[src/rtl/alu_pipe.sv]
// -----------------------------------------------------------------------------
// alu_pipe : parametrised, pipelined ALU with a valid/ready output stage.
//
// Operands A, B and the opcode are loaded from a shared bus by strobes
// (priority A > B > op). A start pulse snapshots them into a LATENCY-deep
// pipeline. The final stage is the output register. Backpressure from
// i_ready freezes the whole pipeline, so no accepted operation is ever lost.
//
// Optional feature macro: ALU_PIPE_SLT_EN (adds SLT / SLTU opcodes).
//
// Ports:
//   i_clk, i_rst_n       clock (rising edge), async active-low reset
//   i_data               shared operand/opcode load bus
//   i_en_a/i_en_b/i_en_op load strobes
//   i_start              launch operation on current A/B/op
//   o_start_ready        i_start accepted this cycle when high
//   o_data               result
//   o_carry/o_zero/o_neg/o_ovf/o_err  flags aligned with o_data
//   o_valid / i_ready    output handshake
// -----------------------------------------------------------------------------
module alu_pipe #(
   parameter int NB_DATA = 8,
   parameter int NB_OP   = 6,
   parameter int LATENCY = 2
) (
   input  logic               i_clk,
   input  logic               i_rst_n,
   input  logic [NB_DATA-1:0] i_data,
   input  logic               i_en_a,
   input  logic               i_en_b,
   input  logic               i_en_op,
   input  logic               i_start,
   output logic               o_start_ready,
   output logic [NB_DATA-1:0] o_data,
   output logic               o_carry,
   output logic               o_zero,
   output logic               o_neg,
   output logic               o_ovf,
   output logic               o_err,
   output logic               o_valid,
   input  logic               i_ready
);

   localparam int NB_SH  = $clog2(NB_DATA);
   // Result word: {err, ovf, neg, zero, carry, data}; a valid bit sits above it.
   localparam int NB_RES = NB_DATA + 5;

   localparam logic [NB_OP-1:0] OP_ADD  = NB_OP'(6'b100000);
   localparam logic [NB_OP-1:0] OP_SUB  = NB_OP'(6'b100010);
   localparam logic [NB_OP-1:0] OP_AND  = NB_OP'(6'b100100);
   localparam logic [NB_OP-1:0] OP_OR   = NB_OP'(6'b100101);
   localparam logic [NB_OP-1:0] OP_XOR  = NB_OP'(6'b100110);
   localparam logic [NB_OP-1:0] OP_NOR  = NB_OP'(6'b100111);
   localparam logic [NB_OP-1:0] OP_SLL  = NB_OP'(6'b000000);
   localparam logic [NB_OP-1:0] OP_SRL  = NB_OP'(6'b000010);
   localparam logic [NB_OP-1:0] OP_SRA  = NB_OP'(6'b000011);
`ifdef ALU_PIPE_SLT_EN
   localparam logic [NB_OP-1:0] OP_SLT  = NB_OP'(6'b101010);
   localparam logic [NB_OP-1:0] OP_SLTU = NB_OP'(6'b101011);
`endif

   // Full ALU evaluation: result plus all flags packed into one word.
   function automatic logic [NB_RES-1:0] alu_f(
      input logic [NB_DATA-1:0] a,
      input logic [NB_DATA-1:0] b,
      input logic [NB_OP-1:0]   op
   );
      logic [NB_DATA:0]   sum;
      logic [NB_DATA-1:0] res;
      logic [NB_SH-1:0]   sh;
      logic               carry;
      logic               ovf;
      logic               err;
      sh    = b[NB_SH-1:0];
      sum   = '0;
      res   = '0;
      carry = 1'b0;
      ovf   = 1'b0;
      err   = 1'b0;
      case (op)
         OP_ADD: begin
            sum   = {1'b0, a} + {1'b0, b};
            res   = sum[NB_DATA-1:0];
            carry = sum[NB_DATA];
            ovf   = (a[NB_DATA-1] == b[NB_DATA-1]) && (res[NB_DATA-1] != a[NB_DATA-1]);
         end
         OP_SUB: begin
            res   = a - b;
            carry = (a >= b);
            ovf   = (a[NB_DATA-1] != b[NB_DATA-1]) && (res[NB_DATA-1] != a[NB_DATA-1]);
         end
         OP_AND: res = a & b;
         OP_OR:  res = a | b;
         OP_XOR: res = a ^ b;
         OP_NOR: res = ~(a | b);
         OP_SLL: res = a << sh;
         OP_SRL: res = a >> sh;
         OP_SRA: res = $signed(a) >>> sh;
`ifdef ALU_PIPE_SLT_EN
         OP_SLT:  res = {{(NB_DATA-1){1'b0}}, ($signed(a) < $signed(b))};
         OP_SLTU: res = {{(NB_DATA-1){1'b0}}, (a < b)};
`endif
         default: err = 1'b1;
      endcase
      return {err, ovf, res[NB_DATA-1], (res == '0), carry, res};
   endfunction

   logic [NB_DATA-1:0] r_a;
   logic [NB_DATA-1:0] r_b;
   logic [NB_OP-1:0]   r_op;
   logic [NB_RES:0]    r_out;
   logic [NB_RES:0]    w_head;
   logic               w_adv;
   logic               w_launch;

   // Whole pipeline moves only when the output register can take new data.
   assign w_adv    = !r_out[NB_RES] || i_ready;
   assign w_launch = i_start && w_adv;

   // Operand/opcode load registers, one strobe wins per edge.
   always_ff @(posedge i_clk or negedge i_rst_n) begin
      if (!i_rst_n) begin
         r_a  <= '0;
         r_b  <= '0;
         r_op <= '0;
      end else if (i_en_a) begin
         r_a  <= i_data;
      end else if (i_en_b) begin
         r_b  <= i_data;
      end else if (i_en_op) begin
         r_op <= i_data[NB_OP-1:0];
      end
   end

   generate
      if (LATENCY == 1) begin : g_lat1
         // Single stage: evaluate straight from the load registers.
         assign w_head = {w_launch, alu_f(r_a, r_b, r_op)};
      end else begin : g_latn
         logic               r_s1_vld;
         logic [NB_DATA-1:0] r_s1_a;
         logic [NB_DATA-1:0] r_s1_b;
         logic [NB_OP-1:0]   r_s1_op;
         logic [NB_RES:0]    w_s1_res;

         // Stage 1 snapshot of the operands taken at launch.
         always_ff @(posedge i_clk or negedge i_rst_n) begin
            if (!i_rst_n) begin
               r_s1_vld <= 1'b0;
               r_s1_a   <= '0;
               r_s1_b   <= '0;
               r_s1_op  <= '0;
            end else if (w_adv) begin
               r_s1_vld <= w_launch;
               r_s1_a   <= r_a;
               r_s1_b   <= r_b;
               r_s1_op  <= r_op;
            end
         end

         assign w_s1_res = {r_s1_vld, alu_f(r_s1_a, r_s1_b, r_s1_op)};

         if (LATENCY == 2) begin : g_direct
            assign w_head = w_s1_res;
         end else begin : g_mid
            logic [NB_RES:0] r_mid [LATENCY-2];

            // Delay line carrying result and flags together.
            always_ff @(posedge i_clk or negedge i_rst_n) begin
               if (!i_rst_n) begin
                  for (int i = 0; i < LATENCY - 2; i++) r_mid[i] <= '0;
               end else if (w_adv) begin
                  r_mid[0] <= w_s1_res;
                  for (int i = 1; i < LATENCY - 2; i++) r_mid[i] <= r_mid[i-1];
               end
            end

            assign w_head = r_mid[LATENCY-3];
         end
      end
   endgenerate

   // Output register; bubbles are stored as all-zero so idle outputs read 0.
   always_ff @(posedge i_clk or negedge i_rst_n) begin
      if (!i_rst_n) begin
         r_out <= '0;
      end else if (w_adv) begin
         r_out <= w_head[NB_RES] ? w_head : '0;
      end
   end

   assign o_start_ready = w_adv;
   assign o_valid       = r_out[NB_RES];
   assign o_err         = r_out[NB_DATA+4];
   assign o_ovf         = r_out[NB_DATA+3];
   assign o_neg         = r_out[NB_DATA+2];
   assign o_zero        = r_out[NB_DATA+1];
   assign o_carry       = r_out[NB_DATA];
   assign o_data        = r_out[NB_DATA-1:0];

endmodule

[config.mk]
export PLATFORM = sky130hd
export DESIGN_NAME = alu_pipe
export DESIGN_NICKNAME = d
export VERILOG_FILES = /design/src/rtl/alu_pipe.sv
export SDC_FILE = /design/constraint.sdc
export NUM_CORES = 1
export LEC_CHECK = 0
export CAP_MARGIN = 5
export CORE_MARGIN = 8
export CORE_UTILIZATION = 64
export DETAILED_ROUTE_END_ITERATION = 7
export GPL_ROUTABILITY_DRIVEN = 0
export PLACE_DENSITY = 0.95
export REMOVE_ABC_BUFFERS = 1
export SYNTH_ARGS = -nofsm -noshare
export SYNTH_HDL_FRONTEND = slang
export SYNTH_SLANG_ARGS = --single-unit
[constraint.sdc]
create_clock -name i_clk -period 5.67 [get_ports i_clk]
set_input_delay 0.567 -clock i_clk [delete_from_list [all_inputs] [get_ports i_clk]]
set_output_delay 0.567 -clock i_clk [all_outputs]
set_load 0.005 [all_outputs]
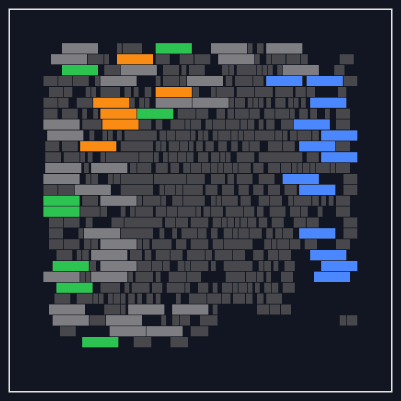
(images/ff_map.png)
(4 px per um) Other sequential cells in the stronger gray, the rest of the logic in the fainter gray.
color	netlist name	placed flops
orange	`g_latn.r_s1_op`	6
green	`r_a`	8
blue	`r_out`	13
not colored	31
Seq power: 0.611 mW
sequential cell area in the final layout: 0.00145 sq mm
post-route core utilization: 72.6%
sequential cell area share: 32.2%

==> summary.txt <==
Implementation run completed; key figures follow.

Clocking:
- The run puts the number of buffers inserted during clock tree synthesis at 9.
- The run puts the count of clock tree sinks at 58.
- The run gives the number of setup buffers added after CTS as 0.

Final layout:
- The run puts the flip-flop count of the largest register, all copies and words added at 13.
- The run gives the total number of multi-input combinational cells as around 320.
- Across the whole layout, multi-input logic makes up 52.2% of the cell area.
- The run gives the number of filler cells placed in the layout as between 400 and 500.
- The run puts the post-route non-filler standard cell count at approximately 530.
- Counting flops per register, the top entry is r_out.
- The run puts the fraction of final layout cells sized beyond drive strength 1 at a little over an eighth.
- The run gives the number of non-clock buffers in the layout as 33.

Worst setup path:
- The run gives the family of cells with the greatest summed delay on the critical path as AND-OR/OR-AND gates.
- The worst register-to-register path ends at r_out[11]$_DFFE_PN0N_.
- The run gives the class of the most critical setup path as reg -> reg.
- The critical path maximum fanout is 20.
- The run puts the number of cells on the critical path at 9.
- The run puts the delay of the slowest cell on the worst path at 0.83 ns.
- The timing report shows the most common cell along the critical path to be a21oi_1.
- In this run the critical path is formed by inv_1 > ha_1 > a21oi_1 > o2111ai_1 > a21o_1 > a21oi_1 > mux2i_1 > a22o_1 > a32o_1.
- Data on the critical path is required at its endpoint by 5.90 ns.
- The run puts the register-to-register path setup slack at about 2.2 ns.
- STA classifies the critical path startpoint as a flip-flop.
- STA classifies the critical path endpoint as a flip-flop.
- The critical path ends at r_out[11]$_DFFE_PN0N_.

Final timing:
- The run gives the smallest hold slack as ~0.34 ns.
- The run gives the worst-case clock skew as between 0.01 and 0.015 ns.
- Of the available clock period, the critical path in the final layout requires around 61%.
- The run gives the smallest setup slack after layout as around 2.2 ns.
- For the finished layout, the period the worst path requires is approximately 3.5 ns.
- The run puts the number of endpoints failing setup at the final stage at 0.
- The run gives the final max-slew violation count as 0.

GRT:
- The initial antenna violation count was 0.
- The number of global-route vias before repair came to ~3500.
- The run puts the routing usage on met3 at ~6.1%.
- The run gives the wire length of the first global-routing pass as between 15000 and 20000 um.
- The run gives the met1 track demand over resource in global routing as approximately 28%.

Synth:
- Synthesis handed over a netlist of approximately 430 instances.
- The synthesized design spends more area on one cell type than any other, namely dfrtp_1.
- Synthesis inferred ~58 register bits.
- The mapped netlist covers between 0.004 and 0.005 sq mm.
- After synthesis, the chip area reported by Yosys is between 0.004 and 0.005 sq mm.
- After Yosys synthesis, XOR and XNOR cells account for 0.871% of the synthesized area.
- The run gives the area share of the largest cell type after synthesis as between 30 and 40%.
- Grouping non-sequential cells by family puts the most area in AND-OR/OR-AND gates.
- Summing the areas of all fa, ha and maj instances in the mapped netlist gives under 10% of the synthesized area.
- By count the netlist is led by 65 x nand2_1, 58 x dfrtp_1, 34 x o21ai_0.
- The run puts the per-instance average area after synthesis at approximately 9.4 sq um.
- The run puts the multiplexer fraction of the synthesized cell area at 13.3%.
- The run puts the area fraction in and, or, nand and nor cells at 14.8%.
- Yosys mapped a number of flops with a built-in enable equal to 0.
- Among all flip-flop cells after synthesis, the most frequent one is dfrtp_1.

Placement:
- The run puts the number of cells in the design after placement at between 500 and 600.
- The run puts the area of placed instances at 0.00431 sq mm.
- During placement, the flow inserted port buffers numbering 29.
- The run puts the worst setup timing slack at the placement stage at around 2.3 ns.

Power:
- In this run the static leakage power is roughly 1.9 nW.
- The run gives the switching portion of total power as a little under 40%.
- The run gives the net switching power as roughly 0.65 mW.
- Summed over all combinational cells, the power is approximately 0.67 mW.
- The clock network power reported by the tool is 0.381 mW.

Floorplan:
- Per the OpenROAD floorplan log, the area of the die is around 0.0091 sq mm.
- For this design the top-level I/O count stands at 30.
- The run puts the tap cell count at roughly 77.
- The floorplan step records an initial core utilization of between 60 and 70%.

Routing:
- The run puts the number of nets still failing antenna checks after routing at 0.
- The run gives the first-pass iteration count of the detailed router as 8.
- The highest metal layer carrying signal wires in the routed design is met4.
- The run gives the vias per cell as 6.86.
- The run gives the met2 wire length as between 4000 and 5000 um.
- Per the detail_route report, DRC violations left total 0.
- The run puts the length of routed met3 wiring at roughly 900 um.

Status:
- The flow ran to the end, and the final reports show no timing, DRC or antenna violations.
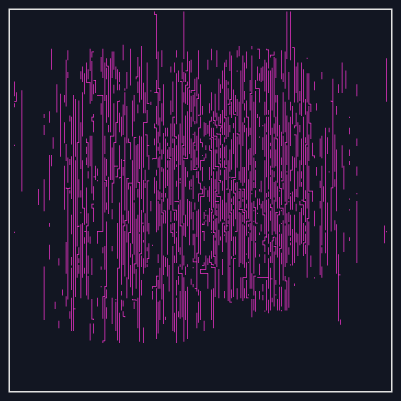
(images/m2.png)
(4 px per um)
main direction	vertical
share of all routed wire	47%
detailed-route via count: 3601
global routing usage on met2: 38.1%
drt total wl: 10300 um

Power and IR drop assume default switching activity.
